--- src/rtl/freq_meter_32_if.sv ---
// freq_meter_32 bus: enable and signal in, result, strobe and overflow out.
`timescale 1ns/100ps
interface freq_meter_32_if;
  logic        en;
  logic        sig_in;
  logic [31:0] bin;
  logic        valid;
  logic        ovf;

  modport master (
    output en,
    output sig_in,
    input  bin,
    input  valid,
    input  ovf
  );

  modport slave (
    input  en,
    input  sig_in,
    output bin,
    output valid,
    output ovf
  );
endinterface

--- src/rtl/freq_meter_32.sv ---
// Gated-count frequency meter: counts synchronised rising edges of sig_in
// over back-to-back windows of GATE_CYCLES clocks, saturating at CNT_W bits.
`timescale 1ns/100ps
module freq_meter_32 #(
  parameter int unsigned CLK_FREQ    = 50_000_000,
  parameter logic [31:0] GATE_CYCLES = CLK_FREQ,
  parameter int          CNT_W       = 32
) (
  input  logic          clk,
  input  logic          rst_n,
  freq_meter_32_if.slave bus
);

  typedef enum logic [1:0] {
    IDLE   = 2'd0,
    SETTLE = 2'd1,
    GATE   = 2'd2
  } state_t;

  localparam logic [31:0]      LAST = GATE_CYCLES - 32'd1;
  localparam logic [CNT_W-1:0] MAX  = '1;

  logic             r_s1;
  logic             r_s2;
  logic             r_s3;
  state_t           r_state;
  logic [31:0]      r_gate_cnt;
  logic [CNT_W-1:0] r_edge_cnt;
  logic             r_sat;
  logic [31:0]      r_bin;
  logic             r_valid;
  logic             r_ovf;

  logic             w_rise;
  logic             w_full;
  logic [CNT_W-1:0] w_sum;
  logic             w_sum_sat;
  state_t           w_nstate;
  logic [31:0]      w_gate_nxt;
  logic [CNT_W-1:0] w_edge_nxt;
  logic             w_sat_nxt;
  logic             w_pub;

  assign w_rise    = r_s2 & ~r_s3;
  assign w_full    = (r_edge_cnt == MAX);
  assign w_sum     = w_full ? MAX : r_edge_cnt + CNT_W'(w_rise);
  assign w_sum_sat = r_sat | (w_full & w_rise);

  always_ff @(posedge clk or negedge rst_n) begin
    if (!rst_n) begin
      r_s1 <= 1'b0;
      r_s2 <= 1'b0;
      r_s3 <= 1'b0;
    end else begin
      r_s1 <= bus.sig_in;
      r_s2 <= r_s1;
      r_s3 <= r_s2;
    end
  end

  always_comb begin
    w_nstate   = r_state;
    w_gate_nxt = r_gate_cnt;
    w_edge_nxt = r_edge_cnt;
    w_sat_nxt  = r_sat;
    w_pub      = 1'b0;
    unique case (r_state)
      IDLE: begin
        w_gate_nxt = '0;
        w_edge_nxt = '0;
        w_sat_nxt  = 1'b0;
        if (bus.en) w_nstate = SETTLE;
      end
      SETTLE: begin
        w_edge_nxt = '0;
        w_sat_nxt  = 1'b0;
        if (!bus.en) begin
          w_nstate   = IDLE;
          w_gate_nxt = '0;
        end else if (r_gate_cnt == 32'd2) begin
          w_nstate   = GATE;
          w_gate_nxt = '0;
        end else begin
          w_gate_nxt = r_gate_cnt + 32'd1;
        end
      end
      GATE: begin
        // a rise in the terminal cycle still belongs to the closing gate
        if (r_gate_cnt == LAST) begin
          w_pub      = 1'b1;
          w_gate_nxt = '0;
          w_edge_nxt = '0;
          w_sat_nxt  = 1'b0;
          if (!bus.en) w_nstate = IDLE;
        end else if (!bus.en) begin
          w_nstate   = IDLE;
          w_gate_nxt = '0;
          w_edge_nxt = '0;
          w_sat_nxt  = 1'b0;
        end else begin
          w_gate_nxt = r_gate_cnt + 32'd1;
          w_edge_nxt = w_sum;
          w_sat_nxt  = w_sum_sat;
        end
      end
      default: begin
        w_nstate   = IDLE;
        w_gate_nxt = '0;
        w_edge_nxt = '0;
        w_sat_nxt  = 1'b0;
      end
    endcase
  end

  always_ff @(posedge clk or negedge rst_n) begin
    if (!rst_n) begin
      r_state    <= IDLE;
      r_gate_cnt <= '0;
      r_edge_cnt <= '0;
      r_sat      <= 1'b0;
      r_bin      <= '0;
      r_valid    <= 1'b0;
      r_ovf      <= 1'b0;
    end else begin
      r_state    <= w_nstate;
      r_gate_cnt <= w_gate_nxt;
      r_edge_cnt <= w_edge_nxt;
      r_sat      <= w_sat_nxt;
      r_valid    <= w_pub;
      if (w_pub) begin
        r_bin <= 32'(w_sum);
        r_ovf <= w_sum_sat;
      end
    end
  end

  assign bus.bin   = r_bin;
  assign bus.valid = r_valid;
  assign bus.ovf   = r_ovf;

endmodule
--- src/flat_wrapper.sv ---
// flat-port wrapper written by rule: the top's interface ports become plain ports
module freq_meter_32_flat 
#(
  parameter int unsigned CLK_FREQ    = 50_000_000,
  parameter logic [31:0] GATE_CYCLES = CLK_FREQ,
  parameter int          CNT_W       = 32
)
  (clk, rst_n, bus_en, bus_sig_in, bus_bin, bus_valid, bus_ovf);
  freq_meter_32_if bus_i ();
  input  logic clk;
  input  logic rst_n;
  input wire logic [$bits(bus_i.en)-1:0] bus_en;
  input wire logic [$bits(bus_i.sig_in)-1:0] bus_sig_in;
  output wire logic [$bits(bus_i.bin)-1:0] bus_bin;
  output wire logic [$bits(bus_i.valid)-1:0] bus_valid;
  output wire logic [$bits(bus_i.ovf)-1:0] bus_ovf;
  assign bus_i.en = bus_en;
  assign bus_i.sig_in = bus_sig_in;
  assign bus_bin = bus_i.bin;
  assign bus_valid = bus_i.valid;
  assign bus_ovf = bus_i.ovf;
  freq_meter_32 #(.CLK_FREQ(CLK_FREQ), .GATE_CYCLES(GATE_CYCLES), .CNT_W(CNT_W)) u_core (.clk(clk), .rst_n(rst_n), .bus(bus_i));
endmodule
--- config.mk ---
export PLATFORM = sky130hd
export DESIGN_NAME = freq_meter_32_flat
export DESIGN_NICKNAME = d
export VERILOG_FILES = /design/src/rtl/freq_meter_32_if.sv /design/src/rtl/freq_meter_32.sv /design/src/flat_wrapper.sv
export SDC_FILE = /design/constraint.sdc
export NUM_CORES = 1
export LEC_CHECK = 0
export CAP_MARGIN = 10
export CORE_MARGIN = 2
export CORE_UTILIZATION = 65
export DETAILED_ROUTE_END_ITERATION = 12
export DONT_BUFFER_PORTS = 1
export PLACE_DENSITY_LB_ADDON = 0.08
export SYNTH_ARGS = -nofsm -noshare
export SYNTH_HDL_FRONTEND = slang
export SYNTH_SLANG_ARGS = --single-unit
--- constraint.sdc ---
create_clock -name clk -period 5.2 [get_ports clk]
set_input_delay 1.04 -clock clk [delete_from_list [all_inputs] [get_ports clk]]
set_output_delay 1.04 -clock clk [all_outputs]
set_load 0.02 [all_outputs]
### Placed cells, one colour a class, run 1

Fill, decap, tap and diode cells in grey.
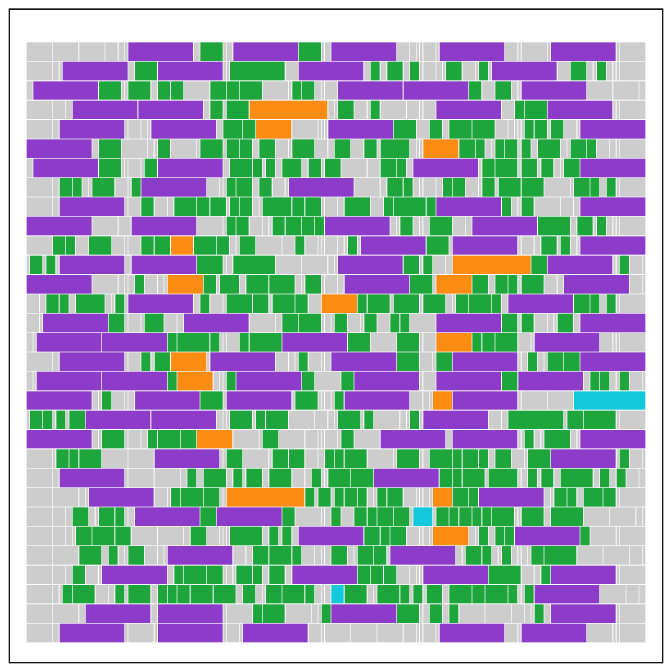
[green] all other logic | cells: 364 | share of their area: 43%
[orange] clock drivers and dummy loads | cells: 16 | share of their area: 4.9%
[cyan] other buffers and delay cells | cells: 3 | share of their area: 0.78%
[purple] flops | cells: 104 | share of their area: 51%
# rows: 31
Final Util: 71.5%

### Clock routing, run 1

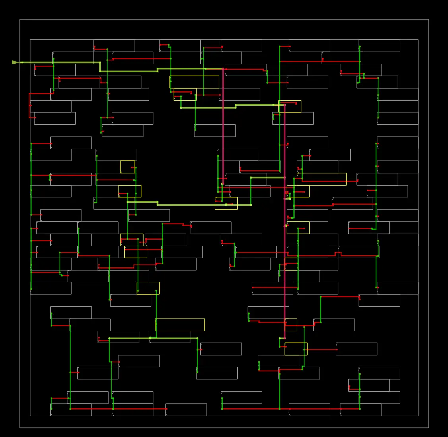
CTS Buf Count: 9
clock skew: 0.0189 ns
clock-net power: 609 uW

==> out/metrics.csv, run 1 <==
stage,metric,value,unit
outcome,run status,"complete, no violations",
place,dpl hpwl,6480,um
final_timing,Worst Tran Pin Value,1.19,ns
finish,comb. cell area,2180,um^2
worst_setup_path,CP endpoint kind,register,
power_and_ir_drop,PD cells,286,nW/um^2
floorplan,CORE AREA,7330,um^2
clocking,"Setup Fix Bufs, Post-CTS",0,
worst_setup_path,CP startpoint kind,register,
worst_setup_path,reg2reg end,u_core.r_gate_cnt[2],
worst_setup_path,CP max FO,32,
worst_setup_path,Crit Path Class,reg -> reg,
finish,flop share of the area,49.7,%
route,# DRC,0,
place,Placed Instances,568,
route,vias per std cell,6.09,
synthesis,Syn Inst Count,485,
synthesis,Top-area cell share,52.2,%
synthesis,Yosys cell types,50,
finish,mi-comb count,353,
worst_setup_path,critical-path cell list,nor4_1 -> nand4_1 -> o41a_1 -> o211ai_4 -> nor2_1,
worst_setup_path,crit path to,u_core.r_gate_cnt[2],
worst_setup_path,CP max-delay cell,o211ai_4,
final_timing,Final min period,2.60,ns
floorplan,Die H,91.5,um
worst_setup_path,Worst EP required,5.41,ns
global_route,total track usage,24.7,%
global_route,global routing's busiest layer,met1,
synthesis,Yosys Instances,485,
final_timing,Max Slew Vio Count,0,
floorplan,I/O pins,38,
power_and_ir_drop,switching share of power,21.7,%
global_route,met3 GRT Util,4.81,%
finish,count of non-CTS buffers in the layout,3,
synthesis,Post-synth seq share,52.2,%
clocking,CTS sink cnt,104,
finish,Non-clk invs,11,
floorplan,fp_density,67.9,%
worst_setup_path,Worst EP arrival,2.82,ns
global_route,first-pass GRT wire length,16700,um
synthesis,Synth Cell Area,4980,um^2
final_timing,Final Cycle Share,50.1,%
finish,register area,2600,um^2
worst_setup_path,Stages on worst setup path,5,
finish,multi-input gate share of total cell area,41.6,%
finish,Seq cells,104,
synthesis,Top cells by area,"dfrtp_1 52%, xor2_1 6.3%, nor2_1 5.7%",
worst_hold_path,HP Class,in -> async,
place,Final GP Congestion,0.866,
place,pre-CTS setup slack,2.62,ns
route,Initial DRT Pass Iterations,5,
synthesis,number of enable flip-flop cells,0,
final_timing,setup violators final,0,
floorplan,Die Footprint,8380,um^2
worst_setup_path,cell family with the largest share of critical-path delay,AND-OR/OR-AND gates,
global_route,met1 usage,39.1,%
finish,diodes inserted,0,
finish,FILL cells,540,
clocking,Max clock buf depth,2,
clocking,htree depth,3,
synthesis,YS chip area,4980,um^2
power_and_ir_drop,Top pwr grp,registers,
finish,post-layout instance area,5240,um^2
worst_setup_path,Worst Reg-to-Reg Cells,5,
power_and_ir_drop,Pleak,2.19,nW
power_and_ir_drop,VDD IR max,0.171,mV
synthesis,ys async rst share,100,%
global_route,vias in the first global route,3349,
power_and_ir_drop,Power Sequential,823,uW
job,stage-log warning count,31,
final_timing,Fmax achieved,384,MHz
finish,Top Layout Cells,"104 x dfrtp_1, 76 x nor2_1, 36 x xor2_1, 34 x nand2_1",
route,Top Metal Used,met4,
final_timing,worst hold slack,0.359,ns
synthesis,post-synth net total,496,
route,Avg WL per Cell,16.7,um
synthesis,cell type with the largest total area,dfrtp_1,
route,routed length on met1,4920,um
finish,Clock buffer cells,10,
clocking,clock root buffer,clkbuf_8,
clocking,post-cts sizing count,0,
power_and_ir_drop,Pwr Total,1.50,mW
synthesis,Avg Inst Size Synth,10.3,um^2
power_and_ir_drop,combinational cell power,65.9,uW
clocking,Latency at later pin,0.37,ns
route,met2 wire length,4250,um
### Metal 3, run 1

The bar under the picture is 20 um long.
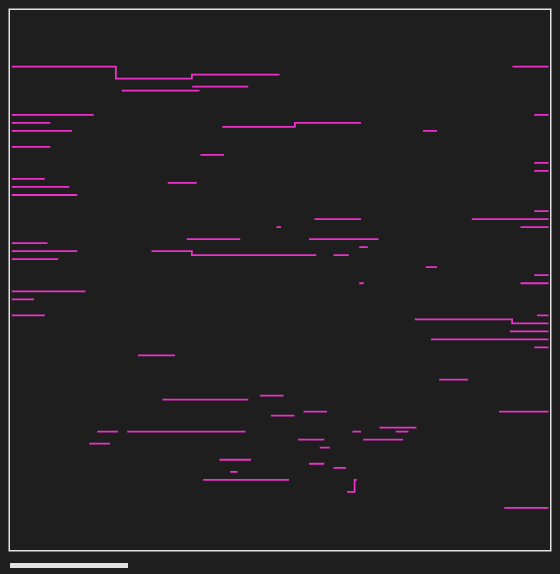
longest straight run: 20.9 um
nets with wire on the layer: 58
share of all routed wire: 5.0%
main direction: horizontal
wire length on this layer: 489 um

## run 1: synthesized netlist by cell type (all sizes together) (2+ instances only)
cell	n
a21o	2
a21oi	27
a2bb2oi	7
a31oi	20
and2	2
and3	6
and4	7
buf	11
clkbuf	6
dfrtp	104
ha	7
inv	10
nand2	35
nand3	26
nand4	28
nor2	78
nor2b	2
nor3	12
nor4	14
o211ai	2
o21ai	10
or4	2
xnor2	18
xor2	36
## run 1: logic make-up after synthesis
group                    Yosys count  share of synthesized area [%]
AND-OR/OR-AND                     75                           9.87
buffers and inverters             28                           3.99
flip-flops                       104                           52.2
XOR/XNOR                          54                           9.50
AND/OR/NAND/NOR                  215                           22.2
adder cells (fa/ha/maj)            7                           1.76
multiplexers                       2                          0.427
==> run 2: changes to the inputs <==
CORE_UTILIZATION = 57   (was 65)
clock period = 2.1 ns   (was 5.2 ns; I/O delays follow)
### Routed metal per tile, run 2

The bar under the picture is 20 um long. 19 x 19 tiles, from dark blue (low) to red (high), scaled to the fullest tile. Values are wire area over tile area, all layers added.
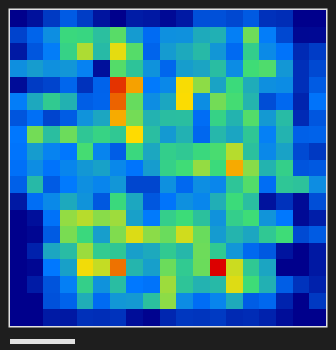
tiles over half the peak: 16%
mean over tiles: 0.17
nearly empty tiles: 6.9%

==> out/metrics.csv, run 2 <==
stage,metric,value,unit
clocking,clock root buffer,clkbuf_8,
synthesis,Synth Cell Area,4980,um^2
global_route,initial antenna violation count,0,
worst_setup_path,Crit Path Class,reg -> reg,
job,stage-log warning count,34,
route,vias per std cell,5.85,
route,routed length on met1,5230,um
clocking,Max clock buf depth,2,
worst_setup_path,Stages on worst setup path,6,
global_route,total track usage,22.1,%
finish,FILL cells,703,
worst_setup_path,critical-path cell list,nor4_4 -> nand2_2 -> o41a_1 -> o211ai_4 -> clkbuf_16 -> nor2_1,
power_and_ir_drop,switching share of power,23.3,%
place,Placed Instances,605,
synthesis,Avg Inst Size Synth,10.3,um^2
worst_setup_path,CP startpoint kind,register,
worst_setup_path,Worst EP arrival,2.33,ns
finish,register area,2610,um^2
synthesis,YS chip area,4980,um^2
power_and_ir_drop,VDD IR max,0.454,mV
power_and_ir_drop,clock-net power,1.21,mW
synthesis,Yosys Instances,485,
final_timing,Worst Tran Pin Value,0.409,ns
global_route,first-pass GRT wire length,17100,um
synthesis,XORs/XNORs by Area,9.50,%
final_timing,Max Slew Vio Count,0,
power_and_ir_drop,combinational cell power,230,uW
worst_setup_path,crit path to,u_core.r_gate_cnt[24],
route,post-route ant nets,0,
route,met2 wire length,4520,um
place,pre-CTS setup slack,-0.0602,ns
worst_setup_path,CP max FO,8,
route,Top Metal Used,met4,
route,Avg WL per Cell,16.6,um
final_timing,clock skew,0.0132,ns
final_timing,worst hold slack,-0.274,ns
synthesis,Yosys cell types,50,
power_and_ir_drop,Top pwr grp,registers,
worst_setup_path,reg2reg end,u_core.r_gate_cnt[24],
synthesis,post-synth net total,496,
synthesis,cell type with the largest total area,dfrtp_1,
synthesis,Simple-Gate Fraction of Synth Area,22.2,%
clocking,htree depth,3,
synthesis,adder share,1.76,%
finish,Top Layout Cells,"99 x dfrtp_1, 72 x nor2_1, 35 x xor2_1, 33 x nand2_1, 30 x buf_4",
clocking,CTS sink cnt,104,
synthesis,number of enable flip-flop cells,0,
worst_setup_path,Worst Reg-to-Reg Cells,6,
clocking,CTS Buf Count,9,
synthesis,"top comb family, area",simple AND/OR/NAND/NOR gates,
floorplan,CORE AREA,8590,um^2
route,Initial DRT Pass Iterations,4,
power_and_ir_drop,PD cells,623,nW/um^2
power_and_ir_drop,Pleak,2.36,nW
power_and_ir_drop,sequential power share,58.6,%
finish,post-layout instance area,5590,um^2
place,Final GP Congestion,0.794,
outcome,run status,finished with violations,
global_route,vias in the first global route,3481,
final_timing,final setup margin,0.0355,ns
worst_setup_path,Worst EP required,2.36,ns
synthesis,and-or/or-and share of the synthesized area,9.87,%
power_and_ir_drop,Power Sequential,2.04,mW
worst_hold_path,HP Class,in -> async,
final_timing,Final Hold Viols,104,
final_timing,Fmax achieved,484,MHz
clocking,Latency at later pin,0.37,ns
place,dpl hpwl,6610,um
floorplan,fp_density,58.0,%
synthesis,ys async rst share,100,%
floorplan,I/O pins,38,
finish,diodes inserted,0,
synthesis,area fraction in mux cells,0.427,%
final_timing,setup violators final,0,
worst_setup_path,cell family with the largest share of critical-path delay,AND-OR/OR-AND gates,
floorplan,Die H,97.5,um
route,# DRC,0,
power_and_ir_drop,Pwr Total,3.48,mW
synthesis,commonest cells in the netlist,"104 x dfrtp_1, 76 x nor2_1, 36 x xor2_1, 34 x nand2_1",
synthesis,Post-synth seq share,52.2,%
synthesis,Top-area cell share,52.2,%
synthesis,Syn Inst Count,485,
synthesis,Top cells by area,"dfrtp_1 52%, xor2_1 6.3%, nor2_1 5.7%",
floorplan,# rows,34,
final_timing,Final Cycle Share,98.3,%
outcome,violated checks,hold timing,
synthesis,most common cell in the netlist,dfrtp_1,
==> run 2: cell counts after synthesis <==
No cell type changed its count.
==> run 2: area by class of cell <==
class,instances,share of cell area (%)
Tap cell,108,2.42
Timing Repair Buffer,35,5.76
Clock inverter,3,0.784
Clock buffer,12,2.42
Inverter,11,0.739
Multi-Input combinational cell,353,41.2
Sequential cell,104,46.7
==> run 2: per-layer routing <==
layer | track usage [%] | vias to the layer above
met5 | 0 | -
met2 | 31.1 | 86
met3 | 4.60 | 9
li1 | - | 1771
met4 | 6.41 | 0
met1 | 34.5 | 1795
==> run 2: what timing repair did <==
action	CTS	global route
setup buffers	0	4
setup endpoints to repair	41	63
pin swaps	1	4
resized	3	26
hold endpoints to repair	104	104
cloned	0	2
### Placed cells, one colour a class, run 2

Fill, decap, tap and diode cells in grey.
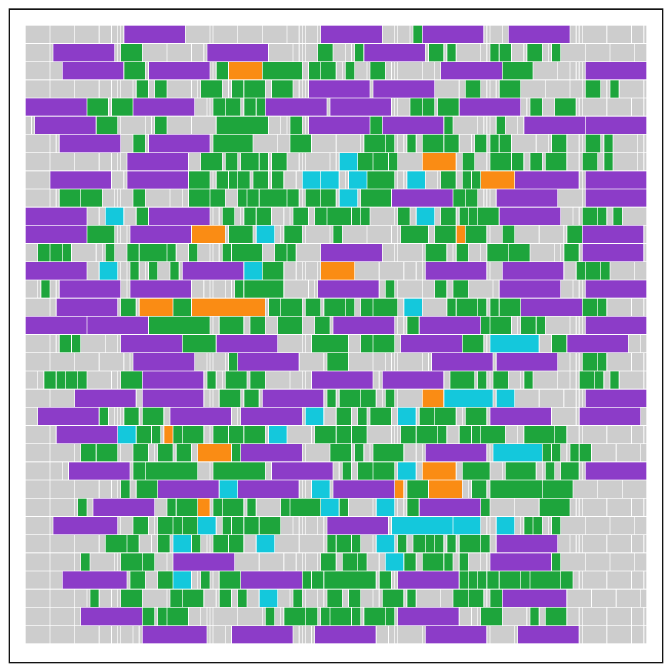

==> run 3: changes to the inputs <==
CORE_UTILIZATION = 65   (was 57)
CTS_CLUSTER_SIZE = 20   (was unset)
clock period = 2.5 ns   (was 2.1 ns; I/O delays follow)
### Placed cells, one colour a class, run 3

Fill, decap, tap and diode cells in grey.
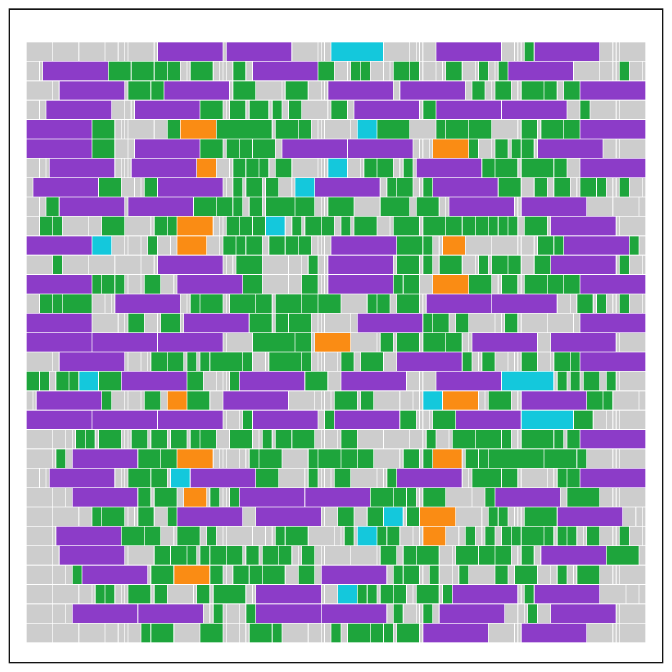
[orange] clock drivers and dummy loads | cells: 16 | share of their area: 3.6%
[purple] flops | cells: 104 | share of their area: 50%
[green] all other logic | cells: 364 | share of their area: 43%
[cyan] other buffers and delay cells | cells: 14 | share of their area: 2.8%
CORE AREA: 7330 um^2
Final Util: 72.1%
flop share of the area: 49.2%

==> out/metrics.csv, run 3 <==
stage,metric,value,unit
route,vias per std cell,6.08,
clocking,Max clock buf depth,2,
synthesis,commonest cells in the netlist,"104 x dfrtp_1, 76 x nor2_1, 36 x xor2_1, 34 x nand2_1",
clocking,CTS Buf Count,9,
place,pre-CTS setup slack,0.207,ns
synthesis,ys async rst share,100,%
power_and_ir_drop,clock-net power,991,uW
worst_setup_path,crit path to,u_core.r_gate_cnt[17],
global_route,first-pass GRT wire length,17100,um
synthesis,Yosys cell types,50,
clocking,clock root buffer,clkbuf_8,
synthesis,post-synth net total,496,
job,stage-log warning count,33,
finish,diodes inserted,0,
power_and_ir_drop,sequential power share,59.9,%
synthesis,Top-area cell share,52.2,%
place,Placed Instances,581,
power_and_ir_drop,Clock Power Share,34.7,%
power_and_ir_drop,Pleak,2.23,nW
finish,layout cells sized above 1,10.0,%
clocking,post-cts sizing count,0,
route,Avg WL per Cell,16.6,um
finish,post-layout instance area,5290,um^2
synthesis,ys flop type,dfrtp_1,
power_and_ir_drop,Pint,2.14,mW
outcome,violated checks,hold timing,
clocking,Latency at later pin,0.37,ns
synthesis,YS chip area,4980,um^2
route,# DRC,0,
synthesis,Syn Inst Count,485,
floorplan,Die H,91.5,um
floorplan,# rows,31,
synthesis,cell type with the largest total area,dfrtp_1,
worst_setup_path,Stages on worst setup path,6,
floorplan,fp_density,67.9,%
worst_setup_path,reg2reg start,u_core.r_gate_cnt[27],
outcome,run status,finished with violations,
worst_setup_path,Worst EP required,2.76,ns
power_and_ir_drop,switching share of power,25.1,%
synthesis,yosys warns,0,
power_and_ir_drop,combinational cell power,155,uW
clocking,"Setup Fix Bufs, Post-CTS",0,
worst_setup_path,cell family with the largest share of critical-path delay,simple AND/OR/NAND/NOR gates,
synthesis,Synth Cell Area,4980,um^2
clocking,CTS sink cnt,104,
final_timing,Final Cycle Share,91.0,%
global_route,total congestion overflow,0,
synthesis,most common cell in the netlist,dfrtp_1,
synthesis,Post-synth seq share,52.2,%
job,Max-Cap Viols,0,
final_timing,worst hold slack,-0.190,ns
global_route,vias in the first global route,3612,
final_timing,Max Slew Vio Count,0,
final_timing,setup violators final,0,
floorplan,I/O pins,38,
route,Initial DRT Pass Iterations,4,
global_route,total track usage,25.3,%
place,port bufs,0,
floorplan,die width,91.5,um
power_and_ir_drop,PD cells,541,nW/um^2
place,dpl hpwl,6760,um
route,routed length on met1,4850,um
worst_setup_path,CP startpoint kind,register,
worst_setup_path,Bufs and invs on worst path,1,
route,post-route ant nets,0,
power_and_ir_drop,Top pwr grp,registers,
power_and_ir_drop,Power Sequential,1.71,mW
global_route,initial antenna violation count,0,
final_timing,Final min period,2.27,ns
synthesis,Top cells by area,"dfrtp_1 52%, xor2_1 6.3%, nor2_1 5.7%",
finish,Top Layout Cells,"104 x dfrtp_1, 75 x nor2_1, 36 x xor2_1, 34 x nand2_1",
worst_setup_path,reg2reg end,u_core.r_gate_cnt[17],
final_timing,clock skew,0.00974,ns
final_timing,Final Hold Viols,104,
route,met2 wire length,4440,um
worst_setup_path,Crit Path Class,reg -> reg,
synthesis,Yosys Instances,485,
place,Final GP Congestion,0.838,
worst_setup_path,CP endpoint kind,register,
power_and_ir_drop,Pwr Total,2.86,mW
final_timing,Worst Tran Pin Value,0.594,ns
final_timing,Fmax achieved,440,MHz
worst_setup_path,CP max-delay cell,o41a_1,
worst_setup_path,CP max FO,32,
final_timing,final setup margin,0.226,ns
synthesis,number of enable flip-flop cells,0,
finish,final std cells w/o fill,597,
floorplan,Die Footprint,8380,um^2
finish,Commonest Layout Cell,dfrtp_1,
worst_setup_path,Worst EP arrival,2.53,ns
power_and_ir_drop,VDD IR max,0.287,mV
worst_setup_path,Worst Reg-to-Reg Cells,6,
route,Iter 0 DRT Violations,148,
worst_hold_path,HP Class,in -> async,
synthesis,Avg Inst Size Synth,10.3,um^2
worst_setup_path,critical-path cell list,nor4_1 -> nand4_1 -> o41a_1 -> o211ai_4 -> buf_12 -> nor2_1,
clocking,htree depth,3,
route,Top Metal Used,met4,
-- run 3: final cells by class --
type / instances / area (um^2)
Sequential cell: 104 / 2600
Multi-Input combinational cell: 353 / 2190
Fill cell: 539 / 2050
Timing Repair Buffer: 14 / 143
Clock buffer: 9 / 124
Tap cell: 99 / 124
Clock inverter: 7 / 63.8
Inverter: 11 / 41.3
-- run 3: cell families after synthesis --
| family | share of synthesized area (%) |
|---|---|
| AOI/OAI and AO/OA | 9.87 |
| xor gates and xnor gates | 9.50 |
| adders and majority gates | 1.76 |
| buffers and inverters | 3.99 |
| DFF | 52.2 |
| muxes | 0.427 |
| and+or+nand+nor | 22.2 |
-- run 3: layer usage --
metal  GRT usage, %  up-vias
li1               -     1736
met3           3.98       13
met4           9.34        0
met5              0        -
met2           36.9       80
met1           38.5     1802
Power and IR drop assume default switching activity.
